clocks.png
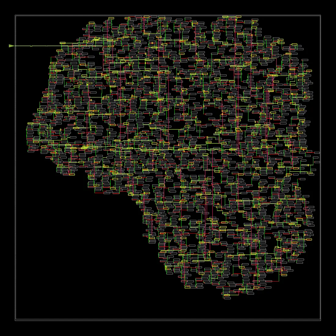
placement_by_type.png
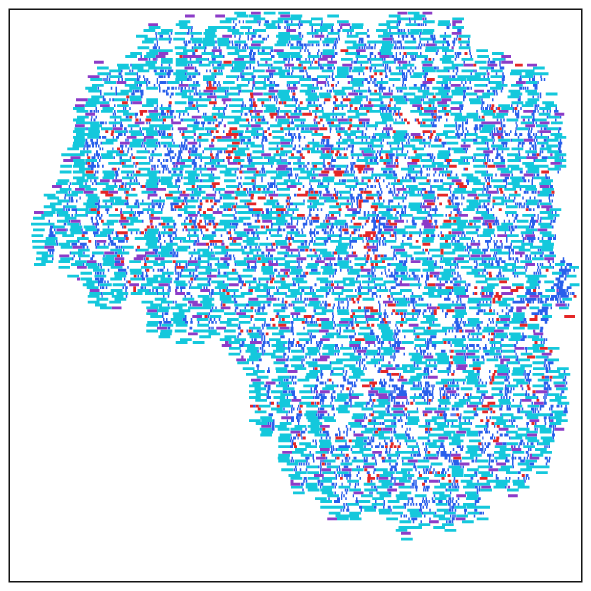
==> config.mk <==
export PLATFORM = sky130hd
export DESIGN_NAME = burst_ram_flat
export DESIGN_NICKNAME = d
export VERILOG_FILES = /design/src/rtl/burst_ram_pkg.sv /design/src/rtl/burst_ram_if.sv /design/src/rtl/burst_addr_gen.sv /design/src/rtl/burst_ram.sv /design/src/flat_wrapper.sv
export SDC_FILE = /design/constraint.sdc
export NUM_CORES = 2
export LEC_CHECK = 0
export ABC_AREA = 1
export CAP_MARGIN = 10
export CORE_UTILIZATION = 30
export CTS_CLUSTER_DIAMETER = 50
export CTS_CLUSTER_SIZE = 8
export DETAILED_ROUTE_END_ITERATION = 8
export DONT_BUFFER_PORTS = 1
export PLACE_DENSITY = 0.51
export SYNTH_ARGS = -nofsm -noshare
export SYNTH_HDL_FRONTEND = slang
export SYNTH_SLANG_ARGS = --single-unit
==> constraint.sdc <==
create_clock -name clk -period 3.8 [get_ports clk]
set_input_delay 1.14 -clock clk [delete_from_list [all_inputs] [get_ports clk]]
set_output_delay 1.14 -clock clk [all_outputs]
set_load 0.02 [all_outputs]
==> src/rtl/burst_ram_pkg.sv <==
// burst_ram_pkg: shared types and default parameter values for the burst RAM.
//   state_e      - controller state encoding
//   Def*         - default values for the burst_ram parameters
package burst_ram_pkg;

  localparam int unsigned DefDataW    = 8;
  localparam int unsigned DefAddrW    = 8;
  localparam int unsigned DefBurstLen = 8;
  localparam int unsigned DefRdLat    = 2;
  localparam int unsigned DefWrLat    = 8;
  localparam int unsigned DefWrap     = 1;

  typedef enum logic [2:0] {
    StIdle,
    StWrData,
    StWrWait,
    StWrAck,
    StRdWait,
    StRdBurst
  } state_e;

endpackage

==> src/rtl/burst_ram_if.sv <==
// burst_ram_if: request / write-beat / response bundle for burst_ram.
//   master: drives avalid, rnw, addr, wvalid, wdata; observes wready, busy, ack, rdata
//   slave : the RAM side, the reverse directions
interface burst_ram_if
  import burst_ram_pkg::*;
#(
  parameter int unsigned DATA_W = DefDataW,
  parameter int unsigned ADDR_W = DefAddrW
) ();

  logic              avalid;
  logic              rnw;
  logic [ADDR_W-1:0] addr;
  logic              wvalid;
  logic [DATA_W-1:0] wdata;
  logic              wready;
  logic              busy;
  logic              ack;
  logic [DATA_W-1:0] rdata;

  modport master (
    output avalid, rnw, addr, wvalid, wdata,
    input  wready, busy, ack, rdata
  );

  modport slave (
    input  avalid, rnw, addr, wvalid, wdata,
    output wready, busy, ack, rdata
  );

endinterface

==> src/rtl/burst_addr_gen.sv <==
// burst_addr_gen: captures the request address and produces the beat address sequence.
//   load_i      - capture addr_i as block base + start offset, clear the beat counter
//   adv_i       - advance to the next beat
//   beat_addr_o - {base, (off + k) mod BURST_LEN} for the current beat k
//   last_o      - current beat is the final one (k == BURST_LEN-1)
//   done_o      - all BURST_LEN beats have been consumed
module burst_addr_gen
  import burst_ram_pkg::*;
#(
  parameter int unsigned ADDR_W    = DefAddrW,
  parameter int unsigned BURST_LEN = DefBurstLen,
  parameter int unsigned WRAP      = DefWrap
) (
  input  logic              clk,
  input  logic              rst_n,
  input  logic              load_i,
  input  logic [ADDR_W-1:0] addr_i,
  input  logic              adv_i,
  output logic [ADDR_W-1:0] beat_addr_o,
  output logic              last_o,
  output logic              done_o
);

  localparam int unsigned       OffW    = $clog2(BURST_LEN);
  localparam logic [ADDR_W-1:0] OffMask = ADDR_W'(BURST_LEN - 1);
  localparam logic [OffW:0]     LastCnt = (OffW + 1)'(BURST_LEN - 1);
  localparam logic [OffW:0]     DoneCnt = (OffW + 1)'(BURST_LEN);

  logic [ADDR_W-1:0] base_q, base_d;
  logic [OffW-1:0]   off_q, off_d;
  // One extra bit so "all beats consumed" is distinguishable from beat 0.
  logic [OffW:0]     cnt_q, cnt_d;
  logic [OffW-1:0]   off_sum;

  always_comb begin
    base_d = base_q;
    off_d  = off_q;
    cnt_d  = cnt_q;
    if (load_i) begin
      base_d = addr_i & ~OffMask;
      off_d  = (WRAP != 0) ? addr_i[OffW-1:0] : '0;
      cnt_d  = '0;
    end else if (adv_i) begin
      cnt_d = cnt_q + 1'b1;
    end
  end

  always_ff @(posedge clk or negedge rst_n) begin
    if (!rst_n) begin
      base_q <= '0;
      off_q  <= '0;
      cnt_q  <= '0;
    end else begin
      base_q <= base_d;
      off_q  <= off_d;
      cnt_q  <= cnt_d;
    end
  end

  // Offset sum is OffW bits wide, so it wraps inside the block; base never moves.
  assign off_sum     = off_q + cnt_q[OffW-1:0];
  assign beat_addr_o = base_q | ADDR_W'(off_sum);
  assign last_o      = (cnt_q == LastCnt);
  assign done_o      = (cnt_q == DoneCnt);

endmodule

==> src/rtl/burst_ram.sv <==
// burst_ram: single-port RAM with fixed-length read/write bursts and wrap addressing.
//   clk, rst_n - clock, asynchronous active-low reset (memory contents survive reset)
//   bus        - burst_ram_if slave: request (avalid/rnw/addr), write beats (wvalid/wdata/
//                wready), status/response (busy/ack/rdata)
module burst_ram
  import burst_ram_pkg::*;
#(
  parameter int unsigned DATA_W    = DefDataW,
  parameter int unsigned ADDR_W    = DefAddrW,
  parameter int unsigned BURST_LEN = DefBurstLen,
  parameter int unsigned RD_LAT    = DefRdLat,
  parameter int unsigned WR_LAT    = DefWrLat,
  parameter int unsigned WRAP      = DefWrap
) (
  input logic        clk,
  input logic        rst_n,
  burst_ram_if.slave bus
);

  localparam int unsigned    Depth     = 2 ** ADDR_W;
  localparam int unsigned    LatMax    = (RD_LAT > WR_LAT) ? RD_LAT : WR_LAT;
  localparam int unsigned    LatW      = $clog2(LatMax + 1);
  localparam logic [LatW-1:0] RdLatLast = LatW'(RD_LAT - 1);
  localparam logic [LatW-1:0] WrLatLast = LatW'(WR_LAT - 1);

  state_e            state_q;
  logic [LatW-1:0]   lat_q;
  logic              ack_q;
  logic              wready_q;
  logic [DATA_W-1:0] rdata_q;
  logic [DATA_W-1:0] mem_q [Depth];

  logic              accept;
  logic              wr_beat;
  logic              rd_issue;
  logic [ADDR_W-1:0] beat_addr;
  logic              beat_last;
  logic              beat_done;

  assign accept  = (state_q == StIdle) && bus.avalid;
  assign wr_beat = (state_q == StWrData) && bus.wvalid;
  // Beat 0 is fetched on the final latency edge so ack and rdata rise together.
  assign rd_issue = ((state_q == StRdWait) && (lat_q == RdLatLast)) ||
                    ((state_q == StRdBurst) && !beat_done);

  burst_addr_gen #(
    .ADDR_W    (ADDR_W),
    .BURST_LEN (BURST_LEN),
    .WRAP      (WRAP)
  ) u_addr_gen (
    .clk         (clk),
    .rst_n       (rst_n),
    .load_i      (accept),
    .addr_i      (bus.addr),
    .adv_i       (wr_beat || rd_issue),
    .beat_addr_o (beat_addr),
    .last_o      (beat_last),
    .done_o      (beat_done)
  );

  always_ff @(posedge clk or negedge rst_n) begin
    if (!rst_n) begin
      state_q  <= StIdle;
      lat_q    <= '0;
      ack_q    <= 1'b0;
      wready_q <= 1'b0;
      rdata_q  <= '0;
    end else begin
      if (rd_issue) begin
        rdata_q <= mem_q[beat_addr];
      end
      unique case (state_q)
        StIdle: begin
          if (bus.avalid) begin
            lat_q <= '0;
            if (bus.rnw) begin
              state_q <= StRdWait;
            end else begin
              state_q  <= StWrData;
              wready_q <= 1'b1;
            end
          end
        end
        StWrData: begin
          if (bus.wvalid && beat_last) begin
            wready_q <= 1'b0;
            lat_q    <= '0;
            state_q  <= StWrWait;
          end
        end
        StWrWait: begin
          if (lat_q == WrLatLast) begin
            ack_q   <= 1'b1;
            state_q <= StWrAck;
          end else begin
            lat_q <= lat_q + 1'b1;
          end
        end
        StWrAck: begin
          ack_q   <= 1'b0;
          state_q <= StIdle;
        end
        StRdWait: begin
          if (lat_q == RdLatLast) begin
            ack_q   <= 1'b1;
            state_q <= StRdBurst;
          end else begin
            lat_q <= lat_q + 1'b1;
          end
        end
        StRdBurst: begin
          if (beat_done) begin
            ack_q   <= 1'b0;
            state_q <= StIdle;
          end
        end
        default: state_q <= StIdle;
      endcase
    end
  end

  // Storage has no reset so an aborted burst keeps the beats it already wrote.
  always_ff @(posedge clk) begin
    if (wr_beat) begin
      mem_q[beat_addr] <= bus.wdata;
    end
  end

`ifndef SYNTHESIS
  initial begin
    for (int i = 0; i < Depth; i++) begin
      mem_q[i] <= DATA_W'(i);
    end
  end
`endif

  assign bus.wready = wready_q;
  assign bus.busy   = (state_q != StIdle);
  assign bus.ack    = ack_q;
  assign bus.rdata  = rdata_q;

endmodule

==> src/flat_wrapper.sv <==
// flat-port wrapper written by rule: the top's interface ports become plain ports
module burst_ram_flat import burst_ram_pkg::*;
#(
  parameter int unsigned DATA_W    = DefDataW,
  parameter int unsigned ADDR_W    = DefAddrW,
  parameter int unsigned BURST_LEN = DefBurstLen,
  parameter int unsigned RD_LAT    = DefRdLat,
  parameter int unsigned WR_LAT    = DefWrLat,
  parameter int unsigned WRAP      = DefWrap
)
  (clk, rst_n, bus_avalid, bus_rnw, bus_addr, bus_wvalid, bus_wdata, bus_wready, bus_busy, bus_ack, bus_rdata);
  burst_ram_if #(.DATA_W(DATA_W), .ADDR_W(ADDR_W)) bus_i ();
  input logic clk;
  input logic rst_n;
  input wire logic [$bits(bus_i.avalid)-1:0] bus_avalid;
  input wire logic [$bits(bus_i.rnw)-1:0] bus_rnw;
  input wire logic [$bits(bus_i.addr)-1:0] bus_addr;
  input wire logic [$bits(bus_i.wvalid)-1:0] bus_wvalid;
  input wire logic [$bits(bus_i.wdata)-1:0] bus_wdata;
  output wire logic [$bits(bus_i.wready)-1:0] bus_wready;
  output wire logic [$bits(bus_i.busy)-1:0] bus_busy;
  output wire logic [$bits(bus_i.ack)-1:0] bus_ack;
  output wire logic [$bits(bus_i.rdata)-1:0] bus_rdata;
  assign bus_i.avalid = bus_avalid;
  assign bus_i.rnw = bus_rnw;
  assign bus_i.addr = bus_addr;
  assign bus_i.wvalid = bus_wvalid;
  assign bus_i.wdata = bus_wdata;
  assign bus_wready = bus_i.wready;
  assign bus_busy = bus_i.busy;
  assign bus_ack = bus_i.ack;
  assign bus_rdata = bus_i.rdata;
  burst_ram #(.DATA_W(DATA_W), .ADDR_W(ADDR_W), .BURST_LEN(BURST_LEN), .RD_LAT(RD_LAT), .WR_LAT(WR_LAT), .WRAP(WRAP)) u_core (.clk(clk), .rst_n(rst_n), .bus(bus_i));
endmodule
==> results.yml <==
# implementation run metrics
run_status:
  status: "finished, final reports clean"
routing:
  drt_iter0_drc: 6030
  num_vias: 59900
  wl_per_cell_um: 21.6
  route.detailed.drc: 0
  vias_per_cell: 4.80
  ant_nets: 0
  dr.pass1.iters: 6
pwr:
  irDropWorstVdd_uv: 803
  power_leakage_uw: 0.0410
global_route:
  track_usage: 0.182
  antenna_found_initial: 7
  grt_max_degree: 257
  grt_pass1_vias: 58500
critical_path:
  path_cells: "ha_4 -> inv_1 -> fa_4 -> buf_12 -> buf_8 -> nor2_4 -> buf_6 -> buf_12 -> buf_4 -> nand2_1 -> nand2_1 -> o21ai_1 -> nand2_1 -> nand2_1 -> nand2_1 -> nand2_1 -> nand2_1 -> o21ai_2 -> nand3_4 -> nor2_1 -> nor2_1"
  cp-endpoint: "u_core.bus.rdata[7]"
  r2r-end: "u_core.bus.rdata[7]"
  cp_common_cell: "nand2_1"
  ff2ff_path_depth: 21
  cp.required_ns: 4.51
  r2r_slack_ns: 0.03
  critPathMaxStageDelay_ns: 0.94
  critPathKind: "reg2reg"
  critPathMaxFanout: 13
  crit_start: "u_core.u_addr_gen.cnt_q[0]"
  arrival_ns: 4.48
  crit_path_end_kind: "flip-flop"
  cp.depth: 21
synthesis:
  ys_cells: 8112
  synth.cell_area_um2: 86000
  yosys_warnings: 0
  syn_inst: 8112
  synth_cell_types: 29
  ys_ff: 2077
clock_tree:
  numCtsBuffers: 319
  cts_tree: "built"
  cts-root-buf: "clkbuf_16"
  clkSlewWorstSetupHoldPaths_ns: 0.05
  cts_buffer_depth: 4
layout:
  instances_no_fill: 12500
  fillers: 28000
  post-route-util: 0.364
  drive_gt1_frac: 0.118
  fin_nets: 8626
run:
  drv_cap: 0
  warnings: 57
final_timing:
  hold_ws_ns: 0.109
  setup_tns_ns: 0
  slew_viol_final: 0
  report.final.setup_viol: 0
  final.period_utilization: 0.993
  clock.fmax_ghz: 0.265
  rsz0062_at_grt: "true"
die:
  rows: 196
  num_io_pins: 32
  fp.dieW_um: 537
  dieArea_um2: 289000
  fp_util: 0.302
  core_area_um2: 285000
hold_path:
  min-delay-path-class: "in2async"
placed_design:
  port_buffers: 0
  pre_cts_ws_ns: -0.0820
  place_inst: 12000
  hpwlAfterDp_um: 156000
Notes on clocks.png above:
registers: 2077
Sink Count: 2077
# clk buffers: 385

Notes on placement_by_type.png above:
- red: remaining buffers and delay cells (cells 588; share of their area 5.7%)
- purple: clock drivers and dummy loads (cells 431; share of their area 9.1%)
- blue: combinational and other logic (cells 5612; share of their area 22%)
- cyan: sequential cells (cells 2077; share of their area 63%)

-- cells by family after synthesis --
| group | count (synthesis) | share of synthesized area |
|---|---|---|
| adders and majority gates | 7 | 0.00111 |
| and+or+nand+nor | 5397 | 0.240 |
| AOI/OAI and AO/OA | 172 | 0.0103 |
| buffers and inverters | 458 | 0.0245 |
| DFF | 2077 | 0.724 |
| xor gates and xnor gates | 1 | 0.000102 |
-- synth_stat cells, drive strengths merged --
library cell / instances / share of area
nand2: 4883 / 0.21
edfxtp: 2048 / 0.72
buf: 312 / 0.018
nor2: 303 / 0.013
o21ai: 132 / 0.0077
clkbuf: 113 / 0.0049
nand4: 113 / 0.0082
nand3: 93 / 0.0054
inv: 32 / 0.0014
a21oi: 30 / 0.0017
dfrtp: 29 / 0.0084
ha: 6 / 0.00087
nor3: 5 / 0.00029
o22ai: 4 / 0.00029
a31oi: 2 / 0.00015
clkinv: 1 / 0.000044
fa: 1 / 0.00023
o211a: 1 / 0.00012
o21a: 1 / 0.000087
o311ai: 1 / 0.00010
o31ai: 1 / 0.000087
xor2: 1 / 0.00010
-- power breakdown --
group | internal (µW) | leakage, µW | switching [µW] | total, µW
sequential | 25400 | 0.0188 | 349 | 25800
clock | 16100 | 0.00438 | 9720 | 25800
combinational | 15500 | 0.0178 | 35500 | 51100
total | 57100 | 0.0410 | 45600 | 103000
-- registers in the layout, indices dropped and copies added (netlist names) --
| signal | count |
|---|---|
| u_core.u_addr_gen.cnt_q | 4 |
| u_core.mem_q | 2048 |
| u_core.bus.rdata | 8 |
| u_core.state_q | 3 |
| u_core.bus.wready | 1 |
| u_core.u_addr_gen.off_q | 3 |
| u_core.bus.ack | 1 |
| u_core.lat_q | 4 |
| u_core.u_addr_gen.base_q | 5 |
-- timing repair --
item | in CTS | in global routing
gates cloned | 0 | 8
hold buffers | 1 | 0
endpoints found under the setup margin | 4 | 149
setup buffers | 0 | 26
hold endpoints to repair | 29 | 0
gates resized | 4 | 92
pin swaps | 0 | 40
-- cell usage in the layout, fill, tap and decap left out, drive strengths merged --
master | synthesis | layout
nand2 | 4883 | 4884
edfxtp | 2048 | 2048
buf | 312 | 582
clkbuf | 113 | 391
nor2 | 303 | 303
o21ai | 132 | 132
nand4 | 113 | 113
nand3 | 93 | 93
inv | 32 | 39
a21oi | 30 | 30
dfrtp | 29 | 29
clkinv | 1 | 28
bufinv | 0 | 10
ha | 6 | 6
nor3 | 5 | 5
o22ai | 4 | 4
clkinvlp | 0 | 3
a31oi | 2 | 2
diode | 0 | 1
o211a | 1 | 1
o31ai | 1 | 1
o21a | 1 | 1
xor2 | 1 | 1
o311ai | 1 | 1
fa | 1 | 1
-- cell type report --
class                           instances  area share
Sequential cell                      2077       0.600
Multi-Input combinational cell       5578       0.212
Clock buffer                          385      0.0816
Timing Repair Buffer                  588      0.0541
Tap cell                             3762      0.0454
Clock inverter                         46     0.00510
Inverter                               33     0.00157
Timing Repair inverter                  1   0.0000845
Antenna cell                            1   0.0000241
-- routing by layer --
layer,track usage,vias to the layer above,routed length (µm)
li1,-,27700,-
met1,0.254,29700,119000
met3,0.0265,382,18800
met5,0,-,0
met4,0.0501,0,7000
met2,0.294,2119,125000
No activity file was given, so power comes from the tool's default toggle rates.
